--- src/rtl/riscv_pkg.sv ---
// Shared RV32I definitions for the immediate stage: opcodes, format codes,
// handshake FSM states and the packed result carried through the pipeline.
package riscv_pkg;

  localparam logic [6:0] OP_LUI    = 7'b0110111;
  localparam logic [6:0] OP_AUIPC  = 7'b0010111;
  localparam logic [6:0] OP_JAL    = 7'b1101111;
  localparam logic [6:0] OP_JALR   = 7'b1100111;
  localparam logic [6:0] OP_LOAD   = 7'b0000011;
  localparam logic [6:0] OP_OPIMM  = 7'b0010011;
  localparam logic [6:0] OP_STORE  = 7'b0100011;
  localparam logic [6:0] OP_BRANCH = 7'b1100011;
  localparam logic [6:0] OP_OP     = 7'b0110011;

  typedef enum logic [2:0] {
    FMT_R      = 3'd0,
    FMT_I      = 3'd1,
    FMT_S      = 3'd2,
    FMT_B      = 3'd3,
    FMT_U      = 3'd4,
    FMT_J      = 3'd5,
    FMT_ILEGAL = 3'd7
  } formato_t;

  typedef enum logic [1:0] {
    VACIO = 2'd0,
    LLENO = 2'd1,
    SKID  = 2'd2
  } estado_t;

  // Already-decoded entry, so the skid register never needs re-decoding.
  typedef struct packed {
    logic [31:0] inmediato;
    formato_t    formato;
    logic        ilegal;
    logic [31:0] pc;
  } resultado_t;

endpackage

--- src/rtl/decodificador_inmediato.sv ---
// Purely combinational RV32I immediate decoder; U-type keeps the raw 20-bit
// field right-aligned for the downstream 12-bit shifter.
module decodificador_inmediato
  import riscv_pkg::*;
(
  input  logic [31:0] i_instruccion,
  output logic [31:0] o_inmediato,
  output formato_t    o_formato,
  output logic        o_ilegal
);

  always_comb begin
    o_inmediato = '0;
    o_formato   = FMT_ILEGAL;
    o_ilegal    = 1'b1;
    case (i_instruccion[6:0])
      OP_LUI, OP_AUIPC: begin
        o_inmediato = {12'b0, i_instruccion[31:12]};
        o_formato   = FMT_U;
        o_ilegal    = 1'b0;
      end
      OP_JAL: begin
        o_inmediato = {{11{i_instruccion[31]}}, i_instruccion[31], i_instruccion[19:12],
                       i_instruccion[20], i_instruccion[30:21], 1'b0};
        o_formato   = FMT_J;
        o_ilegal    = 1'b0;
      end
      OP_JALR, OP_LOAD, OP_OPIMM: begin
        o_inmediato = {{20{i_instruccion[31]}}, i_instruccion[31:20]};
        o_formato   = FMT_I;
        o_ilegal    = 1'b0;
      end
      OP_STORE: begin
        o_inmediato = {{20{i_instruccion[31]}}, i_instruccion[31:25], i_instruccion[11:7]};
        o_formato   = FMT_S;
        o_ilegal    = 1'b0;
      end
      OP_BRANCH: begin
        o_inmediato = {{19{i_instruccion[31]}}, i_instruccion[31], i_instruccion[7],
                       i_instruccion[30:25], i_instruccion[11:8], 1'b0};
        o_formato   = FMT_B;
        o_ilegal    = 1'b0;
      end
      OP_OP: begin
        o_formato   = FMT_R;
        o_ilegal    = 1'b0;
      end
      default: ;
    endcase
  end

endmodule

--- src/rtl/etapa_inmediato.sv ---
// Registered immediate-generation stage with valid/ready on both sides and a
// one-entry skid buffer so downstream stalls do not cost throughput.
module etapa_inmediato
  import riscv_pkg::*;
(
  input  logic        Reloj,
  input  logic        Reset,
  input  logic        EntradaValida,
  input  logic [31:0] Instruccion,
  input  logic [31:0] PCEntrada,
  output logic        Listo,
  output logic        SalidaValida,
  input  logic        SalidaListo,
  output logic [31:0] Inmediato,
  output logic [2:0]  Formato,
  output logic        Ilegal,
  output logic [31:0] PCSalida
);

  logic [31:0] w_inmediato;
  formato_t    w_formato;
  logic        w_ilegal;
  resultado_t  w_decod;
  logic        w_entra;
  logic        w_sale;

  resultado_t  r_salida;
  resultado_t  r_skid;
  estado_t     r_estado;

  decodificador_inmediato u_decodificador (
    .i_instruccion (Instruccion),
    .o_inmediato   (w_inmediato),
    .o_formato     (w_formato),
    .o_ilegal      (w_ilegal)
  );

  assign w_decod = '{inmediato: w_inmediato, formato: w_formato, ilegal: w_ilegal, pc: PCEntrada};

  // Listo depends only on state, keeping SalidaListo off the upstream ready path.
  assign Listo        = (r_estado != SKID);
  assign SalidaValida = (r_estado != VACIO);
  assign w_entra      = EntradaValida & Listo;
  assign w_sale       = SalidaValida & SalidaListo;

  always_ff @(posedge Reloj) begin
    if (Reset) begin
      r_estado <= VACIO;
      r_salida <= '0;
      r_skid   <= '0;
    end else begin
      case (r_estado)
        VACIO: begin
          if (w_entra) begin
            r_salida <= w_decod;
            r_estado <= LLENO;
          end
        end
        LLENO: begin
          if (w_sale && w_entra) begin
            r_salida <= w_decod;
          end else if (w_sale) begin
            r_estado <= VACIO;
          end else if (w_entra) begin
            r_skid   <= w_decod;
            r_estado <= SKID;
          end
        end
        // The output entry is older, so it always drains before the skid entry.
        SKID: begin
          if (w_sale) begin
            r_salida <= r_skid;
            r_estado <= LLENO;
          end
        end
        default: r_estado <= VACIO;
      endcase
    end
  end

  assign Inmediato = r_salida.inmediato;
  assign Formato   = r_salida.formato;
  assign Ilegal    = r_salida.ilegal;
  assign PCSalida  = r_salida.pc;

endmodule

--- config.mk ---
export PLATFORM = sky130hd
export DESIGN_NAME = etapa_inmediato
export DESIGN_NICKNAME = d
export VERILOG_FILES = /design/src/rtl/riscv_pkg.sv /design/src/rtl/decodificador_inmediato.sv /design/src/rtl/etapa_inmediato.sv
export SDC_FILE = /design/constraint.sdc
export NUM_CORES = 1
export LEC_CHECK = 0
export CAP_MARGIN = 10
export CORE_ASPECT_RATIO = 1.75
export CORE_UTILIZATION = 45
export DETAILED_ROUTE_END_ITERATION = 10
export PLACE_DENSITY = 0.75
export SYNTH_ARGS = -nofsm -noshare
export SYNTH_HDL_FRONTEND = slang
export SYNTH_SLANG_ARGS = --single-unit
--- constraint.sdc ---
create_clock -name Reloj -period 2.3 [get_ports Reloj]
set_input_delay 0.345 -clock Reloj [delete_from_list [all_inputs] [get_ports Reloj]]
set_output_delay 0.345 -clock Reloj [all_outputs]
set_load 0.005 [all_outputs]
==> run_1/clock_map.png <==
The bar under the picture is 20 µm long.
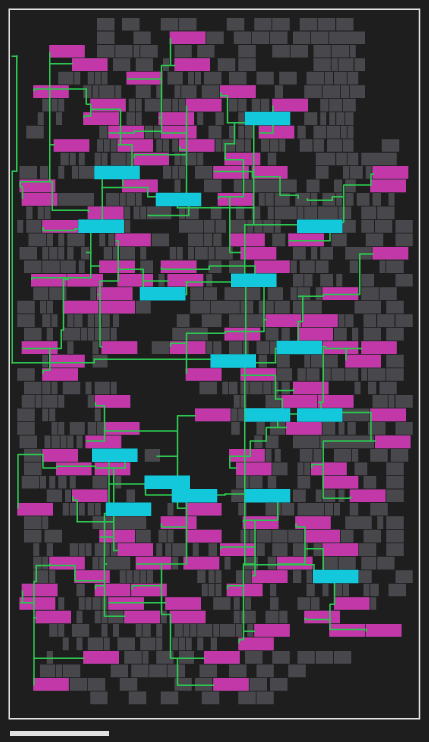
[clock wires] green | length: 1430 µm
[flip-flops] magenta | count: 116
[cells driving clock nets] cyan | count: 17
flops lie: spread over the die

==> run_1/final_congestion.png <==
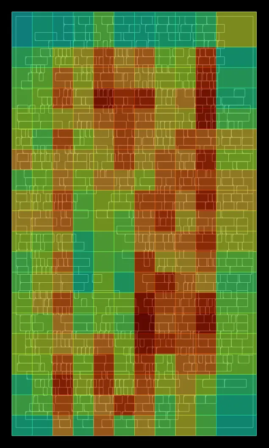
met2 usage: 0.467
met3 GRT Util: 0.0658

==> summary.txt, run 1 <==
Implementation numbers.

- The run finished with clean final reports.
- The core area is roughly 0.011 mm².
- The cell type with the largest total area after synthesis is sky130_fd_sc_hd__dfxtp_1.
- The signal arrival time at the worst endpoint is 1.74 ns.
- The dominant logic cell type in the layout is sky130_fd_sc_hd__nand2_1.
- After technology mapping, the gate count stands at roughly 630.
- After legalization and detailed placement, the total HPWL measured 10000 µm.
- On the final layout, the worst hold slack is 0.395 ns.
- The via count of the first global-routing pass is approximately 5000.
- The H-tree depth is 4.
- Data on the critical path is required at its endpoint by 1.96 ns.
- The number of port buffers is ~140.
- The number of violations reported at the end of detailed-routing iteration 0 is 365.
- The most frequently used library cell after synthesis is sky130_fd_sc_hd__nand2_1.
- The cell area after placement is ~0.0066 mm².
- Checking max transition, the worst relative margin is 0.650.
- Total power for the finished layout comes to between 5 and 6 mW.
- The maximum clock frequency is between 400 and 500 MHz.
- The total routing resource utilization after global routing is 0.268.
- For this run, the final setup violation count is recorded as 0.
- The synthesized area per cell is around 8.1 µm².
- For reference, the most critical setup path is categorized as flip-flop to output port.
- The clock latency of the later-clocked register in the worst-skew pair is between 0.4 and 0.5 ns.
- At the placement stage, the worst setup path has a slack of between 0.02 and 0.03 ns.
- The worst VDD IR drop from the latest analysis is about 0.00058 V.
- The number of cells reported by Yosys stat comes to ~630.
- The combined buffer and inverter count along the critical path is 2.
- The number of warnings reported in the yosys synthesis log is 0.
- The number of library cell types mapped by synthesis is 53.
- The detailed router reported a total wirelength of 15300 µm.
- The critical path launch point type is a flip-flop.
- The number of clock buffers added by TritonCTS is 17.
- The number of warnings in the stage logs is 26.
- The kind of cell with the highest combined delay along the critical path is buffers and inverters.
- Counting along the longest clock path gives a buffer depth of 2.
- The cts-stage hold buffer count is 0.
- The class of the worst hold path is primary input to flip-flop.
- In this run the vertical extent of the chip is roughly 140 µm.
- From synthesis to final layout, the design area changed by 40.4%.
- The final-layout fill cell count is between 900 and 1000.
- The detailed router placed around 5200 vias in this run.
- The maximum fanout encountered on the critical timing path is 15.
- The synthesized netlist net count is about 700.
- Among all flip-flop cells after synthesis, the most frequent one is sky130_fd_sc_hd__dfxtp_1.
- TritonCTS built the clock tree.
- For this sky-water flow run, the detailed-routed wirelength per cell is reported as between 15 and 20 µm.
- The placement summary gives the final routability congestion estimate as between 0.9 and 1.
- Setup repair after global routing left no endpoint under its margin.
- The count of standard-cell rows is roughly 51.
- The number of enable flip-flop cells is 0.
- The fraction of layout instances using a drive strength above 1 is 0.100.
==> run_1/metal_stack.png <==
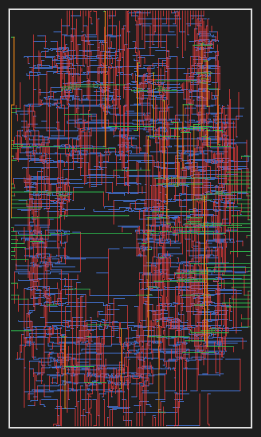
| layer | color | wire length |
|---|---|---|
| met2 | red | 8050 µm |
| met4 | orange | 547 µm |
| met3 | green | 983 µm |
| met1 | blue | 5710 µm |

==> run_1/met2.png <==
Cells faint in the background.
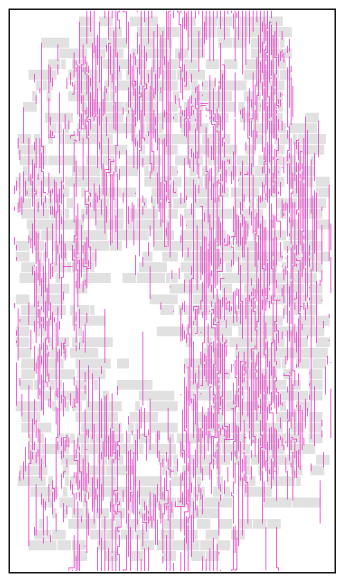
longest straight run: 43.2 µm
wire length on this layer: 8050 µm

[run 1: routing by layer]
layer  vias to the layer above  wire length [µm]  global-route usage
met4                         0               546               0.142
li1                       2464                 -                   -
met1                      2487              5710               0.289
met5                         -                 0                   0
met3                        43               983              0.0658
met2                       237              8050               0.467
[run 1: worst paths after layout]
kind | end | slack, ns | from | depth (start not counted)
worst min register to register | r_skid[21]$_SDFFE_PP0P_ | 0.45 | r_skid[21]$_SDFFE_PP0P_ | 2
worst max register to register | PCSalida[24]$_SDFFE_PP0P_ | 0.66 | r_estado[1]$_SDFFE_PP0P_ | 5
worst max-delay path | Listo | 0.22 | r_estado[1]$_SDFFE_PP0P_ | 3
worst min-delay path | r_skid[15]$_SDFFE_PP0P_ | 0.40 | Reset | 2
[run 1: kinds of logic after synthesis]
family,synth area share
flops,0.454
simple gates,0.226
buf+inv,0.0651
mux,0.00220
compound gates,0.253
[run 1: sequential cells by signal (all words and copies together), names as in the netlist]
signal / count
PCSalida: 32
Ilegal: 1
Inmediato: 21
Formato: 3
r_skid: 57
r_estado: 2
[run 1: layout make-up]
type | count | area (µm²) | area share
well taps | 132 | 165 | 0.0230
clock inverters | 12 | 155 | 0.0216
flip-flops and latches | 116 | 2320 | 0.324
repair buffers | 159 | 1600 | 0.223
inverters | 4 | 15.0 | 0.00209
multi-input cells | 447 | 2460 | 0.343
clock buffers | 20 | 457 | 0.0637
[run 1: power by group]
| part | switching [mW] | internal (mW) |
|---|---|---|
| clock network | 0.925 | 1.76 |
| logic | 0.364 | 0.411 |
| registers | 0.0716 | 2.13 |
| total | 1.36 | 4.30 |
==> run 2: changes to the inputs <==
--- a/config.mk
+++ b/config.mk
@@ -7,9 +7,10 @@
 export LEC_CHECK = 0
 export CAP_MARGIN = 10
 export CORE_ASPECT_RATIO = 1.75
-export CORE_UTILIZATION = 45
+export CORE_UTILIZATION = 40
 export DETAILED_ROUTE_END_ITERATION = 10
-export PLACE_DENSITY = 0.75
+export PLACE_DENSITY = 0.68
+export SKIP_CTS_REPAIR_TIMING = 1
 export SYNTH_ARGS = -nofsm -noshare
 export SYNTH_HDL_FRONTEND = slang
 export SYNTH_SLANG_ARGS = --single-unit
==> run_2/metal_stack.png <==
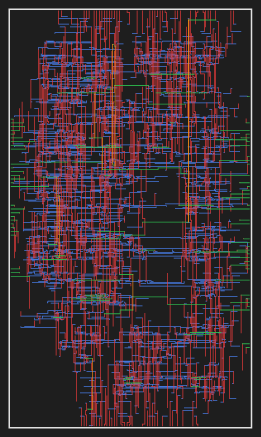
| layer | color | wire length |
|---|---|---|
| met4 | orange | 267 µm |
| met2 | red | 7900 µm |
| met1 | blue | 5570 µm |
| met3 | green | 725 µm |

==> run_2/final_congestion.png <==
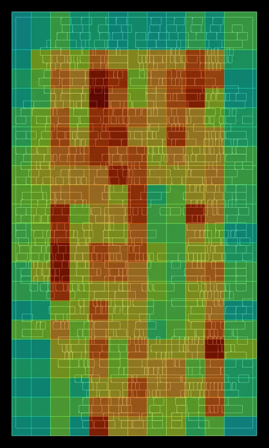
met2 usage: 0.404
busiest layer in global routing: met2
met1 track demand over resource in global routing: 0.243
drt wl/cell: 15.7 µm
combined global-route utilization of all metal layers: 0.223

==> summary.txt, run 2 <==
Implementation numbers.

- The critical path launch point type was a flip-flop (unchanged).
- The simple-gate area share of the yosys netlist was 0.226 (unchanged).
- The count of standard-cell rows was 54 (was 51).
- The maximum VDD drop is 0.000505 V (was 0.000582 V).
- The area fraction in compound gates after synthesis came to 0.253 (unchanged).
- The routed via count is 5002 (was 5231).
- The number of buffers inserted during clock tree synthesis is 17 (unchanged).
- The final HPWL from detailed placement came to 10100 µm (was 10000 µm).
- The maximum fanout encountered on the critical timing path was 7 (was 15).
- The number of port buffers was 137 (unchanged).
- The combinational family with the most area after synthesis is AND-OR/OR-AND gates (unchanged).
- The weighted congestion at the end of routability-driven global placement is 0.831 (was 0.974).
- The synthesized netlist net count was 698 (unchanged).
- The gate count of the mapped netlist is 630 (unchanged).
- The cell type with the largest total area after synthesis is sky130_fd_sc_hd__dfxtp_1 (unchanged).
- The dominant logic cell type in the layout is sky130_fd_sc_hd__nand2_1 (unchanged).
- The number of warnings in the stage logs is 26 (unchanged).
- The synthesized area per cell is 8.11 µm² (unchanged).
- The y dimension of the die came to 152 µm (was 143 µm).
- The most repeated cell in the gate-level netlist after synthesis is sky130_fd_sc_hd__nand2_1 (unchanged).
- The fraction of synthesized cell area in xor and xnor cells was 0 (unchanged).
- The number of flip-flops under the largest register name is 57 (unchanged).
- The number of warnings reported in the yosys synthesis log came to 0 (unchanged).
- The maximum clock frequency is 516 MHz (was 480 MHz).
- The combined buffer and inverter count along the critical path came to 2 (unchanged).
- The clock tree from TritonCTS is done (unchanged).
- Outcome: completed (unchanged).
- The clock latency of the later-clocked register in the worst-skew pair is 0.41 ns (about the same).
- The top flip-flop cell by instance count after synthesis is sky130_fd_sc_hd__dfxtp_1 (unchanged).
- The core area is 0.0124 mm² (was 0.0111 mm²).
- The area fraction in mux cells is 0.00220 (unchanged).
- The adder-cell share of the synthesized area is 0 (unchanged).
- The clock sink total is 116 (unchanged).
- The top register by number of flip-flops is r_skid (unchanged).
- The kind of critical path is flip-flop to output port (unchanged).
- The signed area change from the synthesized netlist to the final layout is 39.9% (was 40.4%).
- The signal arrival time at the worst endpoint is 1.59 ns (was 1.74 ns).
- The cell count in the Yosys report is 630 (unchanged).
- The number of library cell types mapped by synthesis is 53 (unchanged).
- The delay contributed by the slowest stage of the critical path is 0.45 ns (was 0.57 ns).
- The final-layout fill cell count was 1160 (was 955).
- The class of the worst hold path was primary input to flip-flop (unchanged).
- The family with the most delay on the worst path is buffers and inverters (unchanged).
- The number of enable flip-flop cells is 0 (unchanged).
- The sequential cell area is 0.00232 mm² (unchanged).
- Unrepaired setup endpoints after global routing: no (unchanged).
- The H-tree depth is 4 (unchanged).
- The wire length reported by the detailed router is 14500 µm (was 15300 µm).
- The tightest slew margin relative to the limit is 0.623 (was 0.650).
-- run 2: worst reg2reg max path, cell delays in order, from the launching register on --
cell	delay, ns
sky130_fd_sc_hd__dfxtp_1	0.43
sky130_fd_sc_hd__and2b_4	0.26
sky130_fd_sc_hd__nand2_1	0.36
sky130_fd_sc_hd__nor2_2	0.45
sky130_fd_sc_hd__a211oi_1	0.14
-- run 2: final cells by class --
| cell class | instances | share of cell area |
|---|---|---|
| Clock buffer | 18 | 0.0614 |
| Clock inverter | 14 | 0.0180 |
| Inverter | 4 | 0.00210 |
| Multi-Input combinational cell | 447 | 0.345 |
| Sequential cell | 116 | 0.325 |
| Tap cell | 168 | 0.0294 |
| Timing Repair Buffer | 157 | 0.220 |
-- run 2: where the power goes --
group | internal, mW | switching [mW]
sequential | 2.13 | 0.0678
combinational | 0.408 | 0.357
clock | 1.52 | 0.976
-- run 2: metal layers --
layer  wire (µm)  global-route usage
met1        5570               0.243
met2        7900               0.404
met3         724              0.0525
met4         266              0.0975
met5           0                   0
-- run 2: worst paths after layout --
path,start,to,slack [ns],depth (start not counted)
max,r_estado[1]$_SDFFE_PP0P_,Listo,0.36,3
min,Reset,r_estado[1]$_SDFFE_PP0P_,0.42,2
max reg2reg,r_estado[0]$_SDFFE_PP0P_,r_skid[52]$_SDFFE_PP0P_,0.53,4
min reg2reg,r_skid[24]$_SDFFE_PP0P_,r_skid[24]$_SDFFE_PP0P_,0.45,2
-- run 2: per-stage QoR --
stage	setup slack (ns)	instance area [µm²]	power (mW)	utilization
2_1_floorplan	0.706	5110	2.58	-
3_3_place_gp	0.116	6580	2.99	0.529
3_5_place_dp	0.0392	6580	3.00	0.529
4_1_cts	0.340	7150	5.51	0.575
5_1_grt	0.297	7150	5.69	0.575
6_report	0.362	7150	5.46	0.575
Power and IR drop assume default switching activity.
